==> config.mk <==
export PLATFORM = sky130hd
export DESIGN_NAME = multi_alarm_ctrl_flat
export DESIGN_NICKNAME = d
export VERILOG_FILES = /design/src/rtl/multi_alarm_ctrl_if.sv /design/src/rtl/multi_alarm_ctrl.sv /design/src/flat_wrapper.sv
export SDC_FILE = /design/constraint.sdc
export NUM_CORES = 1
export LEC_CHECK = 0
export CAP_MARGIN = 20
export CORE_MARGIN = 5
export CORE_UTILIZATION = 37
export CTS_CLUSTER_SIZE = 8
export DETAILED_ROUTE_END_ITERATION = 8
export PLACE_DENSITY = 0.64
export SKIP_CTS_REPAIR_TIMING = 1
export SLEW_MARGIN = 10
export SYNTH_ARGS = -nofsm -noshare
export SYNTH_HDL_FRONTEND = slang
export SYNTH_SLANG_ARGS = --single-unit
==> constraint.sdc <==
create_clock -name clk -period 3.5 [get_ports clk]
set_input_delay 0.7 -clock clk [delete_from_list [all_inputs] [get_ports clk]]
set_output_delay 0.7 -clock clk [all_outputs]
set_load 0.01 [all_outputs]
==> src/rtl/multi_alarm_ctrl_if.sv <==
// rtl/multi_alarm_ctrl_if.sv - time, alarm setting, button and display signals of the alarm controller
interface multi_alarm_ctrl_if #(
    parameter int NUM_ALARMS = 4
) ();
    logic                    sec_tick;
    logic [4:0]              c_hour;
    logic [5:0]              c_min;
    logic [5:0]              c_sec;
    logic [5*NUM_ALARMS-1:0] a_hr;
    logic [6*NUM_ALARMS-1:0] a_min;
    logic [NUM_ALARMS-1:0]   en;
    logic                    btn_stop;
    logic                    btn_snooze;
    logic                    btn_view;
    logic                    alarm;
    logic [2:0]              alarm_id;
    logic                    snoozing;
    logic                    viewing;
    logic [3:0]              hr1;
    logic [3:0]              hr2;
    logic [3:0]              min1;
    logic [3:0]              min2;

    modport master (
        output sec_tick, c_hour, c_min, c_sec, a_hr, a_min, en,
        output btn_stop, btn_snooze, btn_view,
        input  alarm, alarm_id, snoozing, viewing, hr1, hr2, min1, min2
    );

    modport slave (
        input  sec_tick, c_hour, c_min, c_sec, a_hr, a_min, en,
        input  btn_stop, btn_snooze, btn_view,
        output alarm, alarm_id, snoozing, viewing, hr1, hr2, min1, min2
    );
endinterface

==> src/rtl/multi_alarm_ctrl.sv <==
// rtl/multi_alarm_ctrl.sv - multi-alarm ring/snooze controller with alarm-time view display
module multi_alarm_ctrl #(
    parameter int NUM_ALARMS  = 4,
    parameter int RING_SEC    = 60,
    parameter int SNOOZE_MIN  = 5,
    parameter int MAX_SNOOZE  = 3,
    parameter int VIEW_CYCLES = 100000
) (
    input logic               clk,
    input logic               rst,
    multi_alarm_ctrl_if.slave bus
);
    localparam int         VW          = $clog2(VIEW_CYCLES + 1);
    localparam logic [9:0] SNOOZE_LOAD = 10'(SNOOZE_MIN * 60);

    typedef enum logic [1:0] {ST_IDLE, ST_RING, ST_SNOOZE} state_t;

    state_t        state_q, state_d;
    logic [2:0]    id_q, id_d;
    logic [7:0]    ring_q, ring_d;
    logic [9:0]    snz_q, snz_d;
    logic [2:0]    nsnz_q, nsnz_d;
    logic [3:0]    v_q, v_d;
    logic [VW-1:0] vt_q, vt_d;
    logic [15:0]   dig_q, dig_d;

    logic       match_any;
    logic [2:0] match_id;
    logic       en_cur;
    logic [4:0] sel_h;
    logic [5:0] sel_m;

    function automatic logic [7:0] to_bcd(input logic [5:0] val, input logic [5:0] lim);
        if (val >= lim) return 8'h99;
        return {4'(val / 6'd10), 4'(val % 6'd10)};
    endfunction

    // Scanning from the top index down leaves the lowest matching alarm as winner.
    always_comb begin
        match_any = 1'b0;
        match_id  = '0;
        en_cur    = 1'b0;
        for (int i = NUM_ALARMS - 1; i >= 0; i--) begin
            if (bus.en[i] && bus.sec_tick && bus.c_sec == 6'd0 &&
                bus.c_hour < 5'd24 && bus.c_min < 6'd60 &&
                bus.c_hour == bus.a_hr[5*i +: 5] && bus.c_min == bus.a_min[6*i +: 6]) begin
                match_any = 1'b1;
                match_id  = 3'(i);
            end
            if (id_q == 3'(i)) en_cur = bus.en[i];
        end
    end

    always_comb begin
        state_d = state_q;
        id_d    = id_q;
        ring_d  = ring_q;
        snz_d   = snz_q;
        nsnz_d  = nsnz_q;
        unique case (state_q)
            ST_IDLE: begin
                if (match_any) begin
                    state_d = ST_RING;
                    id_d    = match_id;
                    ring_d  = '0;
                    nsnz_d  = '0;
                end
            end
            ST_RING: begin
                if (!en_cur || bus.btn_stop) begin
                    state_d = ST_IDLE;
                end else if (bus.btn_snooze) begin
                    if (nsnz_q < 3'(MAX_SNOOZE)) begin
                        state_d = ST_SNOOZE;
                        snz_d   = SNOOZE_LOAD;
                        nsnz_d  = nsnz_q + 3'd1;
                    end else begin
                        state_d = ST_IDLE;
                    end
                end else if (bus.sec_tick) begin
                    ring_d = ring_q + 8'd1;
                    if (ring_d == 8'(RING_SEC)) state_d = ST_IDLE;
                end
            end
            ST_SNOOZE: begin
                if (!en_cur || bus.btn_stop) begin
                    state_d = ST_IDLE;
                end else if (match_any && match_id != id_q) begin
                    state_d = ST_RING;
                    id_d    = match_id;
                    ring_d  = '0;
                    nsnz_d  = '0;
                end else if (bus.sec_tick) begin
                    snz_d = snz_q - 10'd1;
                    if (snz_d == 10'd0) begin
                        state_d = ST_RING;
                        ring_d  = '0;
                    end
                end
            end
            default: state_d = ST_IDLE;
        endcase
    end

    // A ringing alarm overrides whatever view is selected, without disturbing it.
    always_comb begin
        v_d  = v_q;
        vt_d = vt_q;
        if (bus.btn_view) begin
            v_d  = (v_q == 4'(NUM_ALARMS)) ? 4'd0 : v_q + 4'd1;
            vt_d = VW'(VIEW_CYCLES);
        end else if (v_q != 4'd0) begin
            vt_d = vt_q - VW'(1);
            if (vt_d == '0) v_d = 4'd0;
        end

        sel_h = bus.c_hour;
        sel_m = bus.c_min;
        for (int i = 0; i < NUM_ALARMS; i++) begin
            if ((state_q == ST_RING && id_q == 3'(i)) ||
                (state_q != ST_RING && v_q == 4'(i + 1))) begin
                sel_h = bus.a_hr[5*i +: 5];
                sel_m = bus.a_min[6*i +: 6];
            end
        end
        dig_d = {to_bcd({1'b0, sel_h}, 6'd24), to_bcd(sel_m, 6'd60)};
    end

    always_ff @(posedge clk or posedge rst) begin
        if (rst) begin
            state_q <= ST_IDLE;
            id_q    <= '0;
            ring_q  <= '0;
            snz_q   <= '0;
            nsnz_q  <= '0;
            v_q     <= '0;
            vt_q    <= '0;
            dig_q   <= '0;
        end else begin
            state_q <= state_d;
            id_q    <= id_d;
            ring_q  <= ring_d;
            snz_q   <= snz_d;
            nsnz_q  <= nsnz_d;
            v_q     <= v_d;
            vt_q    <= vt_d;
            dig_q   <= dig_d;
        end
    end

    assign bus.alarm    = (state_q == ST_RING);
    assign bus.snoozing = (state_q == ST_SNOOZE);
    assign bus.viewing  = (v_q != 4'd0);
    assign bus.alarm_id = id_q;
    assign bus.hr1      = dig_q[15:12];
    assign bus.hr2      = dig_q[11:8];
    assign bus.min1     = dig_q[7:4];
    assign bus.min2     = dig_q[3:0];
endmodule

==> src/flat_wrapper.sv <==
// flat-port wrapper written by rule: the top's interface ports become plain ports
module multi_alarm_ctrl_flat 
#(
    parameter int NUM_ALARMS  = 4,
    parameter int RING_SEC    = 60,
    parameter int SNOOZE_MIN  = 5,
    parameter int MAX_SNOOZE  = 3,
    parameter int VIEW_CYCLES = 100000
)
  (clk, rst, bus_sec_tick, bus_c_hour, bus_c_min, bus_c_sec, bus_a_hr, bus_a_min, bus_en, bus_btn_stop, bus_btn_snooze, bus_btn_view, bus_alarm, bus_alarm_id, bus_snoozing, bus_viewing, bus_hr1, bus_hr2, bus_min1, bus_min2);
  multi_alarm_ctrl_if #(.NUM_ALARMS(NUM_ALARMS)) bus_i ();
  input logic clk;
  input logic rst;
  input wire logic [$bits(bus_i.sec_tick)-1:0] bus_sec_tick;
  input wire logic [$bits(bus_i.c_hour)-1:0] bus_c_hour;
  input wire logic [$bits(bus_i.c_min)-1:0] bus_c_min;
  input wire logic [$bits(bus_i.c_sec)-1:0] bus_c_sec;
  input wire logic [$bits(bus_i.a_hr)-1:0] bus_a_hr;
  input wire logic [$bits(bus_i.a_min)-1:0] bus_a_min;
  input wire logic [$bits(bus_i.en)-1:0] bus_en;
  input wire logic [$bits(bus_i.btn_stop)-1:0] bus_btn_stop;
  input wire logic [$bits(bus_i.btn_snooze)-1:0] bus_btn_snooze;
  input wire logic [$bits(bus_i.btn_view)-1:0] bus_btn_view;
  output wire logic [$bits(bus_i.alarm)-1:0] bus_alarm;
  output wire logic [$bits(bus_i.alarm_id)-1:0] bus_alarm_id;
  output wire logic [$bits(bus_i.snoozing)-1:0] bus_snoozing;
  output wire logic [$bits(bus_i.viewing)-1:0] bus_viewing;
  output wire logic [$bits(bus_i.hr1)-1:0] bus_hr1;
  output wire logic [$bits(bus_i.hr2)-1:0] bus_hr2;
  output wire logic [$bits(bus_i.min1)-1:0] bus_min1;
  output wire logic [$bits(bus_i.min2)-1:0] bus_min2;
  assign bus_i.sec_tick = bus_sec_tick;
  assign bus_i.c_hour = bus_c_hour;
  assign bus_i.c_min = bus_c_min;
  assign bus_i.c_sec = bus_c_sec;
  assign bus_i.a_hr = bus_a_hr;
  assign bus_i.a_min = bus_a_min;
  assign bus_i.en = bus_en;
  assign bus_i.btn_stop = bus_btn_stop;
  assign bus_i.btn_snooze = bus_btn_snooze;
  assign bus_i.btn_view = bus_btn_view;
  assign bus_alarm = bus_i.alarm;
  assign bus_alarm_id = bus_i.alarm_id;
  assign bus_snoozing = bus_i.snoozing;
  assign bus_viewing = bus_i.viewing;
  assign bus_hr1 = bus_i.hr1;
  assign bus_hr2 = bus_i.hr2;
  assign bus_min1 = bus_i.min1;
  assign bus_min2 = bus_i.min2;
  multi_alarm_ctrl #(.NUM_ALARMS(NUM_ALARMS), .RING_SEC(RING_SEC), .SNOOZE_MIN(SNOOZE_MIN), .MAX_SNOOZE(MAX_SNOOZE), .VIEW_CYCLES(VIEW_CYCLES)) u_core (.clk(clk), .rst(rst), .bus(bus_i));
endmodule
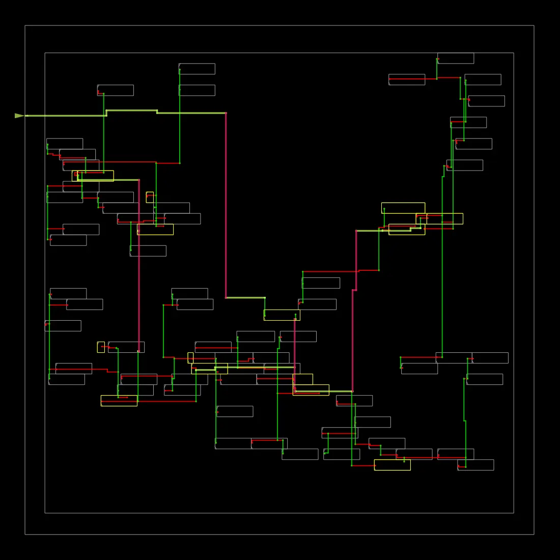
Figure 1: run 1, the clock network.
setup clock skew after layout: 0.00675 ns
clock tree buffer count of the final layout: 12
num sequential: 61

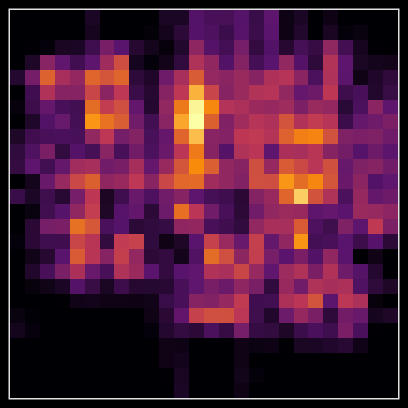
Figure 2: run 1, wire density map.
Drawn at 3 px/µm. 26 x 26 tiles, from black (low) to pale yellow (high), scaled to the fullest tile. Values are wire area over tile area, all layers added.
emptiest ninth of the die: south-west
tiles over half the peak: 12%
mean over tiles: 0.16

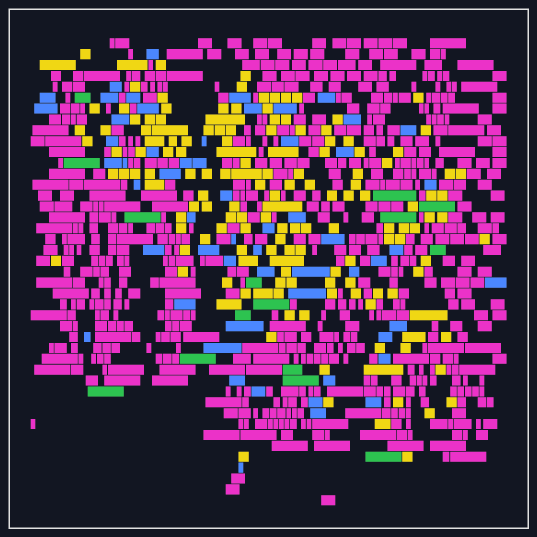
Figure 3: run 1, cell sizes after repair.
Drawn at 4 px/µm.
| color | size | cells |
|---|---|---|
| blue | x2 | 57 |
| yellow | x3 and x4 | 152 |
| green | x6 and larger | 15 |
| magenta | x1 and smaller | 619 |

==> run 1: state kept, by name, indices dropped and copies added, names as in the netlist <==
name and flops:
u_core.ring_q 8, u_core.snz_q 10, u_core.vt_q 17, u_core.nsnz_q 3, u_core.state_q 2, u_core.dig_q 15, u_core.bus.alarm_id 2, u_core.v_q 4
==> run 1: per-layer routing <==
layer | global-route usage (%) | vias to the layer above | routed length, µm
li1 | - | 2747 | -
met5 | 0 | - | 0
met3 | 3.79 | 26 | 1070
met2 | 32.9 | 181 | 8480
met1 | 24.6 | 2728 | 7090
met4 | 6.18 | 0 | 283
==> run 1: how the worst min path moves through the flow <==
stage                     cells past startpoint                            to  slack [ns]
after floorplan                               2  u_core.nsnz_q[2]$_DFFE_PP0P_        0.46
final                                         1   u_core.snz_q[5]$_DFFE_PP0P_        0.51
after CTS                                     1   u_core.snz_q[5]$_DFFE_PP0P_        0.51
after global placement                        2  u_core.nsnz_q[2]$_DFFE_PP0P_        0.49
after global routing                          1   u_core.snz_q[9]$_DFFE_PP0P_        0.53
after detailed placement                      1   u_core.snz_q[5]$_DFFE_PP0P_        0.50
==> run 1: layout make-up <==
cell class	count	area, µm²
fillers	1248	6150
multi-input cells	497	3630
repair buffers	226	1940
flip-flops and latches	61	1530
clock buffers	12	246
well taps	180	225
inverters	43	164
clock inverters	4	47.5
==> run 1: critical path, stage by stage (launching register included) <==
cell and delay [ns]:
sky130_fd_sc_hd__dfrtp_2 0.44, sky130_fd_sc_hd__buf_6 0.13, sky130_fd_sc_hd__or4b_4 0.55, sky130_fd_sc_hd__o32ai_4 0.11
sky130_fd_sc_hd__nor4_2 0.07, sky130_fd_sc_hd__o31a_1 0.38, sky130_fd_sc_hd__a21oi_2 0.20, sky130_fd_sc_hd__ha_2 0.18
sky130_fd_sc_hd__o211ai_1 0.16, sky130_fd_sc_hd__o2111ai_2 0.30, sky130_fd_sc_hd__a211oi_2 0.12, sky130_fd_sc_hd__a211oi_2 0.20
sky130_fd_sc_hd__inv_1 0.12, sky130_fd_sc_hd__ha_4 0.17, sky130_fd_sc_hd__nor2b_1 0.11, sky130_fd_sc_hd__or4_1 0.41
==> run 1: cells in the final DEF (no fill, tap or decap), drive strengths merged, types with 10 or more instances in the layout <==
| cell | instances |
|---|---|
| clkdlybuf4s50 | 87 |
| clkbuf | 12 |
| xnor2 | 31 |
| o21ai | 39 |
| nand4 | 11 |
| mux2i | 10 |
| nand2 | 50 |
| inv | 42 |
| or3 | 14 |
| ha | 15 |
| buf | 136 |
| xor2 | 25 |
| a21oi | 35 |
| nor3 | 23 |
| dfrtp | 61 |
| nor2 | 55 |
| nand3 | 14 |
| nor4 | 17 |
| a211oi | 16 |
==> run 1: report_power, final <==
part / internal (mW) / switching, mW / total (mW)
clock network: 0.568 / 0.333 / 0.901
logic: 2.17 / 2.13 / 4.30
registers: 0.868 / 0.0974 / 0.966
==> run 1: cells by family (layout without fill, tap and decap cells) <==
kind of cell	Yosys count	in the layout	synth area share, %
simple gates	231	231	23.3
compound gates	179	179	25.1
buf+inv	82	285	6.91
flops	61	61	29.0
xor+xnor	56	56	9.30
fa+ha+maj	15	15	3.56
mux	14	14	2.75
other cells	1	2	0.0711
==> run notes, run 1 <==
Latest figures from synthesis and place and route.

The via count is roughly 5700. The source of the critical timing path is u_core.bus.alarm_id[1]$_DFFE_PP0P_. The area share of the largest cell type after synthesis is 29.0%. After layout, the minimum clock period comes to roughly 3.8 ns. Once iteration 0 of detailed routing completed, the report listed 321 DRC markers. The fraction of synthesis flops using an asynchronous set or reset pin is 100%. The floorplan step set the die height to 129 µm. The nature of the critical path startpoint is a flop. The setup slack on the worst flop-to-flop path is -0.29 ns. The clock-pin slew on the worst setup and hold paths is 0.06 ns. The flow ran to the end, but the final reports show violations. Synthesis inferred about 61 register bits. The category of the worst setup path capture point is a flop.

Per the final report, max-transition violations number 0. The final routed wirelength across all metal layers is 16900 µm. The leakage power summed over all cells is between 3 and 4 nW. The number of remaining DRC errors is 0. The pre-CTS setup check shows a worst slack of -0.490 ns. The final reports fail on negative setup slack. For this run, the top clock speed supported by timing is approximately 260 MHz. In the post-synthesis netlist, the biggest area contributors are sky130_fd_sc_hd__dfrtp_1, sky130_fd_sc_hd__xnor2_1, sky130_fd_sc_hd__xor2_1, sky130_fd_sc_hd__nor2_1, sky130_fd_sc_hd__ha_1. The total setup violations reported at the end of the flow is 2. The cell count of the worst reg-to-reg path is 15.

For this run, the share of the core covered by cells in the final layout is a little under three fifths. The final instance area is slightly below 8000 µm². The number of H-tree levels is 3. The detail route stage leaves a number of antenna-violating nets equal to 0. The worst VDD IR drop from the latest analysis is 1290 µV. Summing the sequential cell areas from Yosys gives between 20% and 30% of the chip area. The cell area after placement is 7210 µm².

Per the slew report, the remaining headroom to the max-slew limit stands at slightly below 50%. Measured along the x axis, the die boundary spans 129 µm. The first global-routing pass estimated 26000 µm of wire. Per the final timing report, the hold violations number 0. The initial antenna violation count is 0.

The launch point of the worst min-delay path is recorded as u_core.snz_q[5]$_DFFE_PP0P_. In the synthesized netlist, the cells that appear most often are sky130_fd_sc_hd__dfrtp_1, sky130_fd_sc_hd__nor2_1, sky130_fd_sc_hd__nand2_1, sky130_fd_sc_hd__inv_1, sky130_fd_sc_hd__a21oi_1. Of all cell types, the one taking the most synthesized area is sky130_fd_sc_hd__dfrtp_1. Per the final layout report, the fraction of cells sized above drive strength 1 comes to 26.6%. The least setup slack across all paths after layout is -0.291 ns. The power density of the placed cells is 792 nW/µm². The count of mapped cells out of synthesis is 639. Leaving out filler cells and counting taps, the final layout contains 1023. The worst hold slack is 0.510 ns. For this run the top cell type by instance count after synthesis was sky130_fd_sc_hd__dfrtp_1. Adding up every negative setup slack in the final design gives -0.391 ns. The total power is about 6.2 mW.
--- run 2 (diff from run 1) ---
Settings changed: RECOVER_POWER set to 25.
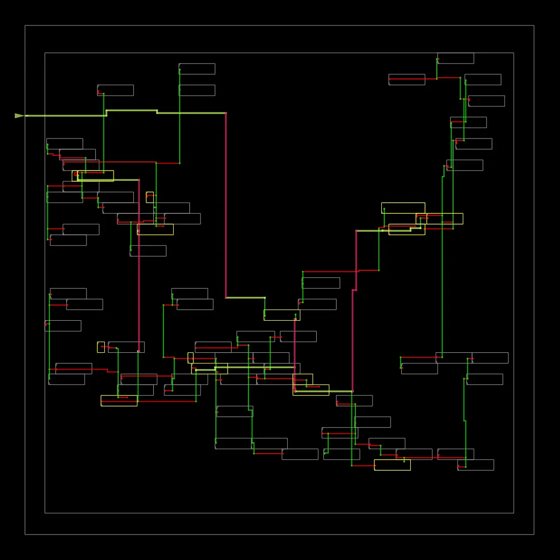
Figure 4: run 2, the clock network.
number of clock buffers inserted by TritonCTS: 9
CTS sink cnt: 61

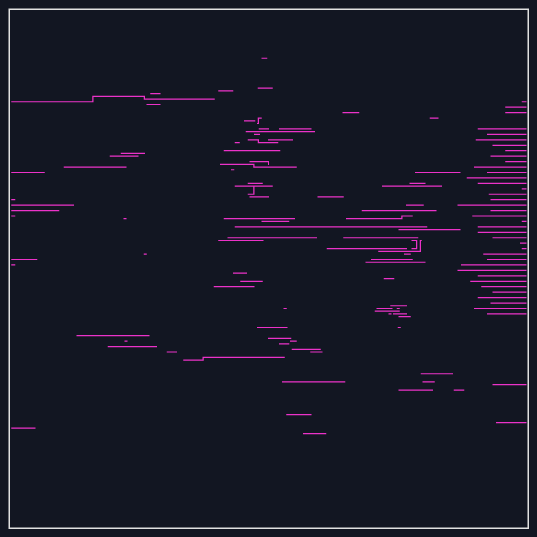
Figure 5: run 2, signal wires on met3.
Drawn at 4 px/µm.
share of all routed wire: 6.4%
longest straight run: 47.8 µm
wire length on this layer: 1080 µm
nets with wire on the layer: 108
main direction: horizontal

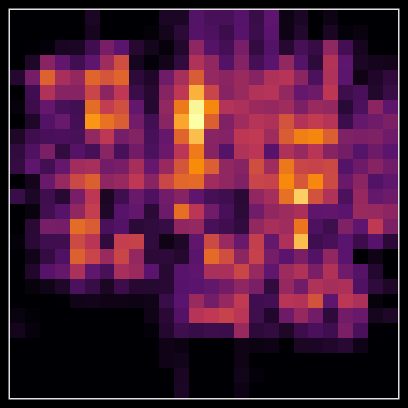
Figure 6: run 2, wire density map.
Drawn at 3 px/µm. 26 x 26 tiles, from black (low) to pale yellow (high), scaled to the fullest tile. Values are wire area over tile area, all layers added.
fullest tile: 0.69
tiles over half the peak: 12%
mean over tiles: 0.16
nearly empty tiles: 24%

==> run notes, run 2 <==
Latest figures from synthesis and place and route.

Status: finished, violations left (unchanged). Violated checks: max-capacitance violations, max-slew violations, negative setup slack (was negative setup slack). The final routed wirelength across all metal layers is 16900 µm (about the same). The count of antenna diodes in the layout is 0 (unchanged). The data arrival at the endpoint of the critical path is 3.99 ns (about the same). The fraction of synthesis flops using an asynchronous set or reset pin was 100% (unchanged).

Commonest cells after routing, fill and taps aside: sky130_fd_sc_hd__buf_4, sky130_fd_sc_hd__clkdlybuf4s50_1, sky130_fd_sc_hd__dfrtp_1 (unchanged). The insertion delay of the later-clocked pin in the worst-skew pair is 0.34 ns (about the same). The cell type contributing the most total cell area after synthesis is sky130_fd_sc_hd__dfrtp_1 (unchanged). The global-route wire length before repair is 26000 µm (unchanged). The category of the worst setup path capture point is a flop (unchanged). The initial antenna violation count is 0 (unchanged).

The most used flip-flop cell is sky130_fd_sc_hd__dfrtp_1 (unchanged). The required time of the worst setup path is 3.70 ns (about the same). The peak ir drop on the vdd network is 1290 µV (about the same). The setup skew after layout is 0.00666 ns (was 0.00675 ns). The mux cell area share after synthesis is 2.75% (unchanged).

The end-of-flow core utilization is 55.8% (was 55.9%). The main logic family after synthesis is AND-OR/OR-AND gates (unchanged). The remaining antenna violation count is 0 (unchanged). The initial DRC count came to 321 (unchanged). The buffer type at the clock tree root is sky130_fd_sc_hd__clkbuf_16 (unchanged).

Top cells by instance count after synthesis: sky130_fd_sc_hd__dfrtp_1, sky130_fd_sc_hd__nor2_1, sky130_fd_sc_hd__nand2_1, sky130_fd_sc_hd__inv_1, sky130_fd_sc_hd__a21oi_1 (unchanged). The via count is 5696 (was 5682). The number of max-cap violations is 1 (was 0). The achievable frequency is 264 MHz (about the same). The least setup slack across all paths after layout is -0.291 ns (about the same). The fraction of final layout cells with drive strength greater than 1 is 26.5% (was 26.6%).

The minimum clock period after layout came to 3.79 ns (about the same). The cell area after placement was 7210 µm² (unchanged). The AND-OR/OR-AND share of the synthesized area is 25.1% (unchanged). The area share of and/or/nand/nor cells after synthesis is 23.3% (unchanged). The register ranked first by flip-flop count is u_core.vt_q (unchanged). The nature of the critical path startpoint is a flop (unchanged). The area share of the largest cell type after synthesis is 29.0% (unchanged). The floorplan die width is 129 µm (unchanged). The post-layout instance count excluding filler cells was 1023 (unchanged). The total power came to 6.16 mW (was 6.17 mW).

The leakage power summed over all cells is 3.27 nW (was 3.28 nW). The final instance area was 7780 µm² (about the same). The routed length per placed instance is 16.5 µm (about the same). The minimum setup slack after placement is -0.490 ns (unchanged). The worst relative slew slack came to -2.08% (was 48.3%). The top cell type by instance count after synthesis is sky130_fd_sc_hd__dfrtp_1 (unchanged). The number of H-tree levels is 3 (unchanged). The power density of the placed cells is 792 nW/µm² (about the same). The sequential area share after synthesis is 29.0% (unchanged). The clock-pin slew on the worst setup and hold paths is 0.06 ns (about the same). The vertical die size is 129 µm (unchanged). The total negative setup slack is -0.389 ns (was -0.391 ns).

The number of flip-flops in the largest register was 17 (unchanged). The tally of filler cells in the layout is 1247 (was 1248). The most common cell after layout, fill and taps aside is sky130_fd_sc_hd__buf_4 (unchanged).

The hold violation count in the final report is 0 (unchanged). Largest registers ranked by flip-flop count: u_core.vt_q: 17 flops, u_core.dig_q: 15 flops, u_core.snz_q: 10 flops (unchanged). The number of pins with negative max-slew slack in the final report came to 62 (was 0). The number of remaining DRC errors is 0 (unchanged). Cell types occupying the most area after synthesis: sky130_fd_sc_hd__dfrtp_1, sky130_fd_sc_hd__xnor2_1, sky130_fd_sc_hd__xor2_1, sky130_fd_sc_hd__nor2_1, sky130_fd_sc_hd__ha_1 (unchanged). The total setup violations reported at the end of the flow is 2 (unchanged). The adder and majority cell fraction of the synthesized area was 3.56% (unchanged). The worst hold slack is 0.510 ns (about the same). The count of state elements after synthesis is 61 (unchanged). The final HPWL from detailed placement was 12700 µm (unchanged). The count of mapped cells out of synthesis is 639 (unchanged). The post-synthesis xor/xnor area fraction is 9.30% (unchanged).
[run 2: per-layer routing]
layer  routed length (µm)  GRT usage (%)  up-vias  part of all wire, %
met3                 1080           3.79       28                  6.4
met1                 7070           24.6     2732                   42
met5                    0              0        -                    0
met4                  285           6.18        0                  1.7
li1                     -              -     2746                    -
met2                 8480           32.9      190                   50
[run 2: logic make-up after synthesis]
group / after synthesis
muxes: 14
xor gates and xnor gates: 56
DFF: 61
other: 1
buffers and inverters: 82
and+or+nand+nor: 231
adders and majority gates: 15
AOI/OAI and AO/OA: 179
[run 2: report_power, final]
part | internal [mW] | switching [mW] | total (mW) | leakage [nW]
combinational | 2.17 | 2.13 | 4.30 | 2.37
clock | 0.568 | 0.331 | 0.900 | 0.143
sequential | 0.868 | 0.0974 | 0.966 | 0.761
total | 3.60 | 2.56 | 6.16 | 3.27
[run 2: worst max-delay path, stage by stage, from the launching register on]
cell and delay, ns:
sky130_fd_sc_hd__dfrtp_2 0.44, sky130_fd_sc_hd__buf_6 0.13, sky130_fd_sc_hd__or4b_4 0.55, sky130_fd_sc_hd__o32ai_4 0.11, sky130_fd_sc_hd__nor4_2 0.07, sky130_fd_sc_hd__o31a_1 0.38
sky130_fd_sc_hd__a21oi_2 0.20, sky130_fd_sc_hd__ha_2 0.18, sky130_fd_sc_hd__o211ai_1 0.16, sky130_fd_sc_hd__o2111ai_2 0.30, sky130_fd_sc_hd__a211oi_2 0.12, sky130_fd_sc_hd__a211oi_2 0.20
sky130_fd_sc_hd__inv_1 0.12, sky130_fd_sc_hd__ha_4 0.17, sky130_fd_sc_hd__nor2b_1 0.11, sky130_fd_sc_hd__or4_1 0.41
[run 2: final cells by class]
cell class | count | area [µm²] | share of cell area [%]
clock buffer | 12 | 246 | 3.17
sequential | 61 | 1530 | 19.7
tap | 180 | 225 | 2.89
clock inverter | 4 | 47.5 | 0.611
timing repair buffer | 226 | 1940 | 25.0
inverter | 43 | 164 | 2.11
multi-input combinational | 497 | 3630 | 46.6
[run 2: path summary, 6_finish.rpt]
kind / start / to / slack [ns] / depth (start not counted)
setup / recovery: u_core.bus.alarm_id[1]$_DFFE_PP0P_ / u_core.dig_q[3]$_DFF_PP0_ / -0.29 / 15
hold / removal: u_core.snz_q[5]$_DFFE_PP0P_ / u_core.snz_q[5]$_DFFE_PP0P_ / 0.51 / 1
setup reg to reg: u_core.bus.alarm_id[1]$_DFFE_PP0P_ / u_core.dig_q[3]$_DFF_PP0_ / -0.29 / 15
hold reg to reg: u_core.snz_q[5]$_DFFE_PP0P_ / u_core.snz_q[5]$_DFFE_PP0P_ / 0.51 / 1
max in group asynchronous: rst / u_core.state_q[1]$_DFFE_PP0P_ / 1.16 / 3
min in group asynchronous: rst / u_core.ring_q[5]$_DFFE_PP0P_ / 1.34 / 3
--- run 3 (diff from run 2) ---
Settings changed: CORE_UTILIZATION 37 to 25, PLACE_DENSITY 0.64 to 0.47.
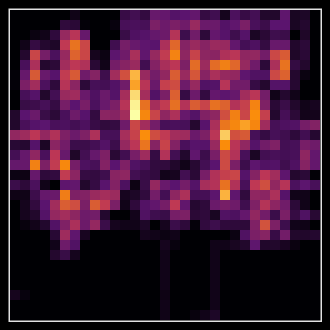
Figure 7: run 3, wire density map.
Drawn at 2 px/µm. 31 x 31 tiles, from black (low) to pale yellow (high), scaled to the fullest tile. Values are wire area over tile area, all layers added.
Routed wire per std cell: 16.3 µm
DR vias: 5528
detailed-route wire length: 18400 µm
GRT Util Overall: 14.8%

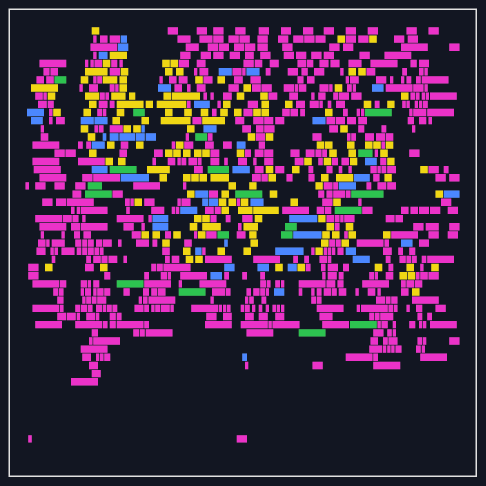
Figure 8: run 3, cell sizes after repair.
Drawn at 3 px/µm.
| color | size | cells |
|---|---|---|
| green | x6 and larger | 19 |
| yellow | x3 and x4 | 155 |
| blue | x2 | 50 |
| magenta | x1 and smaller | 626 |

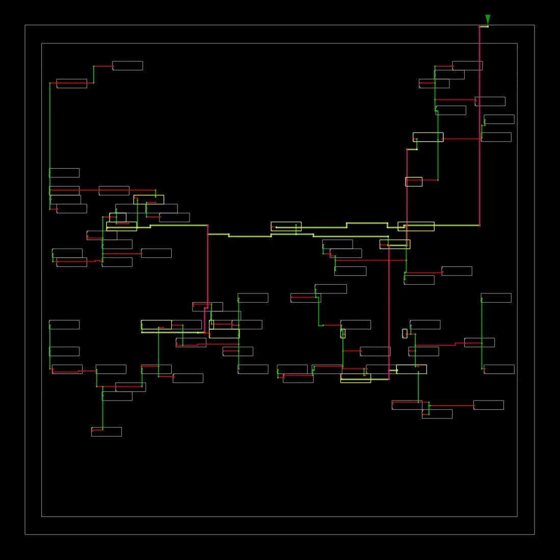
Figure 9: run 3, the clock network.
setup clock skew after layout: 0.00546 ns
insertion delay of the later-clocked pin in the worst-skew pair: 0.34 ns
clock tree buffer count of the final layout: 14

==> run notes, run 3 <==
Latest figures from synthesis and place and route.

The initial DRC count is 254 (was 321). Commonest cells after routing, fill and taps aside: sky130_fd_sc_hd__buf_4, sky130_fd_sc_hd__clkdlybuf4s50_1, sky130_fd_sc_hd__dfrtp_1 (unchanged). The clock tree buffer depth came to 2 (unchanged). The category of the worst setup path capture point is a flop (unchanged). The part of the cycle the worst path needs came to 103% (was 108%). The leakage power summed over all cells was 3.34 nW (was 3.27 nW). The data arrival at the endpoint of the critical path came to 3.80 ns (was 3.99 ns). The core box area was 20900 µm² (was 13900 µm²).

The achievable frequency was 278 MHz (was 264 MHz). The vertical die size was 155 µm (was 129 µm). The worst relative slew slack is 23.8% (was -2.08%). The distinct cell type count after synthesis came to 89 (unchanged). The fraction of synthesis flops using an asynchronous set or reset pin is 100% (unchanged).

The most used flip-flop cell is sky130_fd_sc_hd__dfrtp_1 (unchanged). The number of flip-flops in the largest register is 17 (unchanged). The cell area after placement is 7410 µm² (was 7210 µm²). The worst hold slack is 0.511 ns (was 0.510 ns). The top cell type by instance count after synthesis was sky130_fd_sc_hd__dfrtp_1 (unchanged).

The least setup slack across all paths after layout came to -0.0954 ns (was -0.291 ns). The total number of placement rows is 53 (was 43). The number of max-cap violations is 0 (was 1). The global-route wire length before repair came to 28700 µm (was 26000 µm). The count of mapped cells out of synthesis came to 639 (unchanged).

Status: finished, violations left (unchanged). The count of state elements after synthesis is 61 (unchanged). The fraction of final layout cells with drive strength greater than 1 is 26.4% (was 26.5%). The number of buffers added by the clock tree synthesis step is 9 (unchanged). The end-of-flow core utilization is 38.2% (was 55.8%). Cell types occupying the most area after synthesis: sky130_fd_sc_hd__dfrtp_1, sky130_fd_sc_hd__xnor2_1, sky130_fd_sc_hd__xor2_1, sky130_fd_sc_hd__nor2_1, sky130_fd_sc_hd__ha_1 (unchanged).

The fraction of the core area occupied by cells at floorplan is 25.2% (was 37.8%). The total global routing overflow was 0 (unchanged). The number of pins with negative max-slew slack in the final report was 0 (was 62). The number of remaining DRC errors came to 0 (unchanged). The total setup violations reported at the end of the flow was 1 (was 2). The cell type contributing the most total cell area after synthesis is sky130_fd_sc_hd__dfrtp_1 (unchanged). The most common cell after layout, fill and taps aside is sky130_fd_sc_hd__buf_4 (unchanged). The number of H-tree levels came to 3 (unchanged). The minimum setup slack after placement is -0.586 ns (was -0.490 ns). The cell count after placement came to 1100 (was 997).

The final instance area is 7970 µm² (was 7780 µm²). The routability congestion estimate from global placement is 0.888 (was 0.928). The peak ir drop on the vdd network is 1040 µV (was 1290 µV).

The hold violation count in the final report is 0 (unchanged). The final HPWL from detailed placement was 14500 µm (was 12700 µm). The count of antenna diodes in the layout came to 0 (unchanged). The floorplan die width came to 155 µm (was 129 µm). The number of standard cells reported by yosys was 639 (unchanged). The area share of the largest cell type after synthesis is 29.0% (unchanged). The total negative setup slack is -0.0954 ns (was -0.389 ns). The number of nets in the finished design is 932 (was 924).

The top fanout value on the critical path is 5 (unchanged). The number of iterations in the first detailed-routing pass is 5 (was 7). The number of global-route vias before repair is 5621 (was 5435).

Top cells by instance count after synthesis: sky130_fd_sc_hd__dfrtp_1, sky130_fd_sc_hd__nor2_1, sky130_fd_sc_hd__nand2_1, sky130_fd_sc_hd__inv_1, sky130_fd_sc_hd__a21oi_1 (unchanged). The relative area change from synthesis to final layout was 51.2% (was 47.6%). The total power is 6.20 mW (was 6.16 mW).

The initial antenna violation count came to 0 (unchanged). The post-synth tally of flip-flops with integrated enable is 0 (unchanged). The post-synth area from yosys stat is 5270 µm² (unchanged). The remaining antenna violation count came to 0 (unchanged). The power density of the placed cells is 778 nW/µm² (was 792 nW/µm²). The nature of the critical path startpoint is a flop (unchanged).

The actual slew at the worst max-slew pin was 1.14 ns (was 1.53 ns). The number of top-level design ports was 93 (unchanged). The post-layout instance count excluding filler cells is 1125 (was 1023).

The number of synthesis warnings was 0 (unchanged). The minimum clock period after layout is 3.60 ns (was 3.79 ns). The post-synthesis average cell area was 8.25 µm² (unchanged). The largest net degree at the start of global routing is 34 (was 62).

The clock sink count is 61 (unchanged). The register ranked first by flip-flop count is u_core.vt_q (unchanged). The sequential area share after synthesis is 29.0% (unchanged). The clock-pin slew on the worst setup and hold paths is 0.05 ns (was 0.06 ns). The type of the worst setup path is reg2reg (unchanged).

The total die size is 24100 µm² (was 16700 µm²). The average via count per standard cell was 4.91 (was 5.57). The cell area after technology mapping is 5270 µm² (unchanged).

The setup slack on the worst flop-to-flop path came to -0.1 ns (was -0.29 ns). The class of the worst hold path is reg2reg (unchanged). Largest registers ranked by flip-flop count: u_core.vt_q: 17 flops, u_core.dig_q: 15 flops, u_core.snz_q: 10 flops (unchanged). Violated checks: negative setup slack (was max-capacitance violations, max-slew violations, negative setup slack). The required time of the worst setup path is 3.71 ns (was 3.70 ns). The buffer type at the clock tree root is sky130_fd_sc_hd__clkbuf_16 (unchanged). The CTS tree is yes (unchanged).

RSZ-0062 raised after global routing: yes (unchanged). The count of input and output buffers is 90 (unchanged). The total tool warning count was 34 (unchanged).
## run 3: cell counts after synthesis
Identical to the previous run, type by type.
## run 3: worst paths after layout
check | from | to | cells past startpoint
worst max-delay path | u_core.bus.alarm_id[1]$_DFFE_PP0P_ | u_core.dig_q[3]$_DFF_PP0_ | 16
worst min-delay path | u_core.snz_q[5]$_DFFE_PP0P_ | u_core.snz_q[5]$_DFFE_PP0P_ | 1
worst max register to register | u_core.bus.alarm_id[1]$_DFFE_PP0P_ | u_core.dig_q[3]$_DFF_PP0_ | 16
worst min register to register | u_core.snz_q[5]$_DFFE_PP0P_ | u_core.snz_q[5]$_DFFE_PP0P_ | 1
max in group asynchronous | rst | u_core.v_q[0]$_DFFE_PP0P_ | 3
min in group asynchronous | rst | u_core.ring_q[4]$_DFFE_PP0P_ | 2
## run 3: cell type report
class                           count  area, µm²
Fill cell                        2150      12900
Multi-Input combinational cell    497       3610
Timing Repair Buffer              234       2030
Sequential cell                    61       1530
Tap cell                          275        344
Clock buffer                       14        264
Inverter                           43        164
Clock inverter                      1       30.0
## run 3: cell families (layout without fill, tap and decap cells)
| kind of cell | Yosys count | after routing | share of synthesized area (%) |
|---|---|---|---|
| AOI/OAI and AO/OA | 179 | 179 | 25.1 |
| muxes | 14 | 14 | 2.75 |
| adders and majority gates | 15 | 15 | 3.56 |
| DFF | 61 | 61 | 29.0 |
| xor gates and xnor gates | 56 | 56 | 9.30 |
| and+or+nand+nor | 231 | 231 | 23.3 |
| buffers and inverters | 82 | 292 | 6.91 |
| other | 1 | 2 | 0.0711 |
## run 3: critical path: stages (launching register included)
cell                        delay [ns]
sky130_fd_sc_hd__dfrtp_2          0.44
sky130_fd_sc_hd__nor4bb_1         0.33
sky130_fd_sc_hd__buf_4            0.17
sky130_fd_sc_hd__a31o_2           0.21
sky130_fd_sc_hd__a2111oi_4        0.09
sky130_fd_sc_hd__o41ai_4          0.34
sky130_fd_sc_hd__inv_2            0.07
sky130_fd_sc_hd__buf_4            0.15
sky130_fd_sc_hd__ha_4             0.25
sky130_fd_sc_hd__nor2b_4          0.16
sky130_fd_sc_hd__nor2b_4          0.14
sky130_fd_sc_hd__a221oi_1         0.09
sky130_fd_sc_hd__a211oi_2         0.24
sky130_fd_sc_hd__inv_1            0.11
sky130_fd_sc_hd__ha_4             0.17
sky130_fd_sc_hd__nor2b_1          0.11
sky130_fd_sc_hd__or4_1            0.39
## run 3: report_power, final
part	leakage, nW	internal, mW	switching [mW]	total [mW]
Clock	0.143	0.586	0.306	0.892
Combinational	2.44	2.16	2.17	4.33
Sequential	0.760	0.870	0.106	0.976
## run 3: layer usage
layer / global-route usage [%] / vias up / part of all wire, %
li1: - / 2764 / -
met1: 19.3 / 2634 / 46
met2: 24.8 / 116 / 48
met3: 3.64 / 14 / 4.6
met4: 3.54 / 0 / 1.2
met5: 0 / - / 0
Power figures rest on the tool's default switching activity, not on a simulated workload.
